Design mux_scan_sequencer, sky130hd; sources not shown.
Figure 1. Routed metal, one colour a layer (run 1).
Bar = 20 um. Two of the layers only.
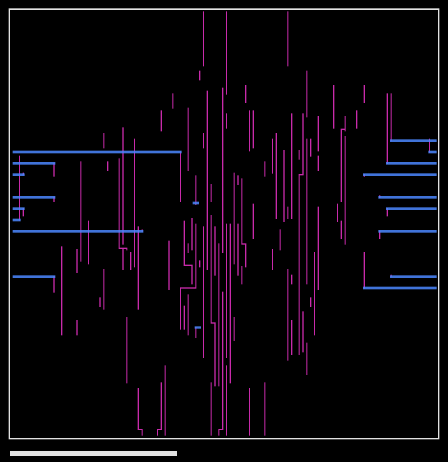
| layer | colour | wire length |
|---|---|---|
| met2 | magenta | 667 um |
| met3 | blue | 107 um |
final wirelength: 1340 um
WL per Instance: 13.4 um
via count: 469
total track usage: 11.2%

Figure 2. Sequential cells grouped by signal name (run 1).
Bar = 20 um. Other cells in grey.
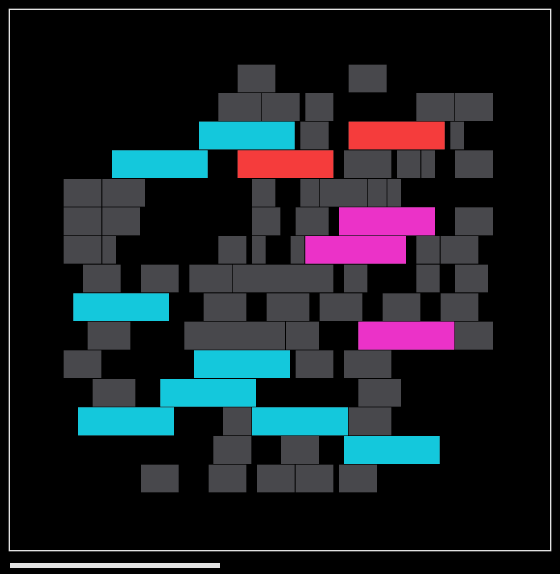
| signal | colour | placed flops |
|---|---|---|
| `mux_in` | cyan | 8 |
| `sel` | magenta | 3 |
| `state_q` | red | 2 |
register area: 327 um^2
flop share of the area: 34.4%
post-layout util: 51.6%

Figure 3. Routed clock nets over the placement (run 1).
Bar = 20 um.
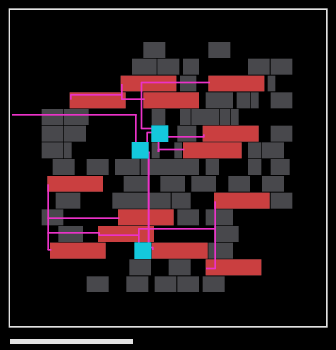
[clock wires] magenta | length: 165 um
[flip-flops] red | count: 13
[cells driving clock nets] cyan | count: 3
routed clock nets: 4
clk_lat worst skew: 0.27 ns

==> out/metrics.cfg, run 1 <==
[status]
outcome=finished, final reports clean

[critical_path]
crit_family=multiplexers
path_buffers=1
cp-start-kind=register
critical_path_peak_fanout=5
crit_chain=mux4_1, mux2_2, and2_1, dlygate4sd2_1
cp-end-kind=primary output
critPathKind=reg -> out

[cts]
clock_sinks=13
cts_root_buffer=clkbuf_4

[sta]
slew_headroom_pct=66.7
fmax_ghz=0.358
fin_setup_tns_ns=0

[yosys]
ys_ff=13
synth_seq_share_pct=52.6
syn_area_um2=618

[global_route]
grt_max_degree=14

[placement]
port_buffers=27

## run 1: through the flow
stage	area, um^2	hold WS, ns	setup slack, ns	std cells
2_1_floorplan	618	0.257	0.468	44
3_5_place_dp	922	0.322	0.115	96
6_report	948	0.339	0.109	100
3_3_place_gp	922	0.326	0.167	96
5_1_grt	948	0.375	0.0310	100
4_1_cts	947	0.344	0.0493	100
## run 1: cells by family after synthesis
logic type      count (synthesis)  share of synthesized area, %
flops                          13                          52.6
fa+ha+maj                       2                          4.05
compound gates                  4                          4.45
simple gates                   10                          10.1
buf+inv                         3                          2.02
mux                            12                          26.7
## run 1: cell usage in the layout, fill, tap and decap left out, types with 2 or more instances in the layout
master,netlist,routed
inv_1,2,2
clkdlybuf4s50_1,0,26
nor2b_1,3,3
dfrtp_1,13,12
clkbuf_4,0,3
mux4_1,2,2
mux2_2,10,10
ha_1,2,2
nor2_1,2,2
a22o_1,2,2
## run 1: layout make-up
type,count,area share (%)
tap,25,3.30
inverter,2,0.792
timing repair buffer,28,29.2
clock buffer,4,2.77
multi-input combinational,28,29.6
sequential,13,34.4
## run 1: repair_timing
action,4_1_cts,5_1_grt
endpoints found under the setup margin,1,1
endpoints found under the hold margin,0,0
resized,1,1
## run 1: per-layer routing
layer / global-route usage (%) / wire length [um] / up-vias
li1: - / - / 223
met1: 14.0 / 556 / 225
met2: 18.9 / 667 / 19
met3: 2.33 / 106 / 2
met4: 3.93 / 14 / 0
met5: 0 / 0 / -
Figure 4. Placement by cell class (run 1).
Fill, decap, tap and diode cells in grey.
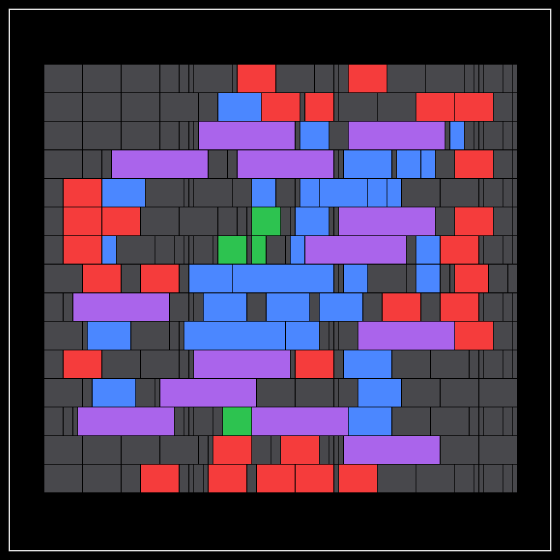

==> run 2: changes to the inputs <==
--- a/config.mk
+++ b/config.mk
@@ -6,10 +6,13 @@
 export NUM_CORES = 1
 export LEC_CHECK = 0
 export CAP_MARGIN = 15
+export CORE_ASPECT_RATIO = 1.4
 export CORE_MARGIN = 3
 export CORE_UTILIZATION = 30
 export DETAILED_ROUTE_END_ITERATION = 8
-export PLACE_DENSITY = 0.72
+export DONT_BUFFER_PORTS = 1
+export GPL_TIMING_DRIVEN = 0
+export PLACE_DENSITY = 0.55
 export SLEW_MARGIN = 40
 export SYNTH_ARGS = -nofsm -noshare
 export SYNTH_HDL_FRONTEND = slang
Figure 5. Placement by cell class (run 2).
Fill, decap, tap and diode cells in grey.
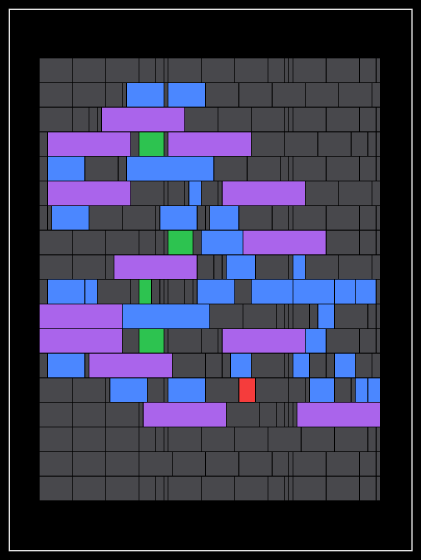
| class | colour | cells | share of their area |
|---|---|---|---|
| clock drivers and dummy loads | green | 4 | 4.1% |
| flops | purple | 13 | 50% |
| other buffers and delay cells | red | 1 | 0.78% |
| all other logic | blue | 30 | 45% |
design area: 669 um^2
row cnt: 18
flop share of the area: 48.6%
post-layout util: 36.2%

Figure 6. Clock nets (run 2).
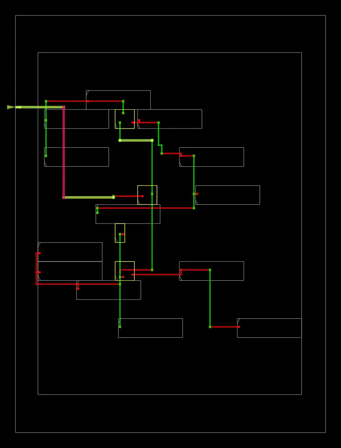
flop count: 13
clock buffer count: 4
Clock Sinks: 13

==> run 2 against run 1 <==
Register-to-register slack worse by 0.19 ns. Clock-buffer cell count stayed put. First-iteration DRC count is 100% lower. Critical endpoint unchanged. Die size is 0.29% higher. Synthesized cell count stayed put. Synthesized area stayed put. Routed wire length is 21% lower.
==> out/metrics.cfg, run 2 <==
[status]
outcome=finished, final reports clean

[cts]
cts_root_buffer=clkbuf_4
cts-resized-gates=0
insertion_delay_ns=0.27
cts_max_level=1
path_clk_slew_ns=0.08

[yosys]
ys_ff=13
syn-num-nets=58
synth_seq_share_pct=52.6
synthTopCellsByArea=dfrtp_1, mux2_2, mux4_1
syn_area_um2=618
syn_area_per_cell_um2=14.0

[sta]
hold_viol_final=0
fmax_ghz=0.353
fin_setup_tns_ns=0
slew_headroom_pct=59.8
hold_slack_ns=0.0117

[critical_path]
path_buffers=0
cp-end-kind=primary output
critical_path_peak_fanout=5
crit_family=multiplexers
cp-start-kind=register
cp_data_required_time_ns=2.12
crit_chain=mux4_1, mux2_2, and2_1
critPathKind=reg -> out
crit_arrival_ns=2.05

[routing]
vias=374
wl_per_cell_um=15.7
drt-total-wl_um=1070

[placement]
port_buffers=0
post-place-cells=64

[global_route]
grt.total_usage_pct=9.37
grt-ovfl-total=0
grt_max_degree=14

[finish]
antennaDiodeCount=0
fin_cells=68
syn2layout_area_growth_pct=8.30
final_cell_mix=dfrtp_1, mux2_2, nor2b_1, clkbuf_4
lay_top_count=dfrtp_1

[floorplanning]
initial_utilization_pct=33.5

Figure 7. Routed clock nets over the placement (run 2).
Bar = 10 um.
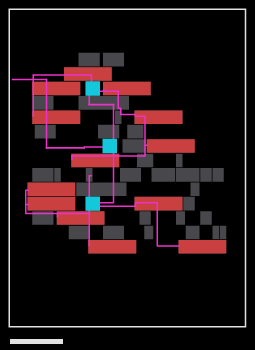
[cells driving clock nets] cyan | count: 3
[clock wires] magenta | length: 174 um
[flip-flops] red | count: 13
routed clock nets: 4

[run 2: per-layer routing]
metal | GRT usage, % | wire, um
met1 | 10.9 | 422
met2 | 13.1 | 474
met3 | 4.82 | 156
met4 | 6.47 | 12
met5 | 0 | 0
[run 2: cells by family after synthesis]
logic type / count (synthesis) / share of synthesized area [%]
fa+ha+maj: 2 / 4.05
compound gates: 4 / 4.45
simple gates: 10 / 10.1
mux: 12 / 26.7
buf+inv: 3 / 2.02
flops: 13 / 52.6
[run 2: cell type report]
class | instances | area [um^2]
Buffer | 1 | 5.00
Clock buffer | 4 | 26.3
Fill cell | 190 | 1180
Inverter | 2 | 7.51
Multi-Input combinational cell | 28 | 280
Sequential cell | 13 | 325
Tap cell | 20 | 25.0
[run 2: stage by stage]
| step | instance area (um^2) | worst slack [ns] |
|---|---|---|
| after floorplan | 618 | 0.468 |
| after global placement | 643 | 0.367 |
| after detailed placement | 643 | 0.356 |
| after CTS | 669 | 0.0472 |
| after global routing | 669 | 0.0106 |
| final | 669 | 0.0688 |
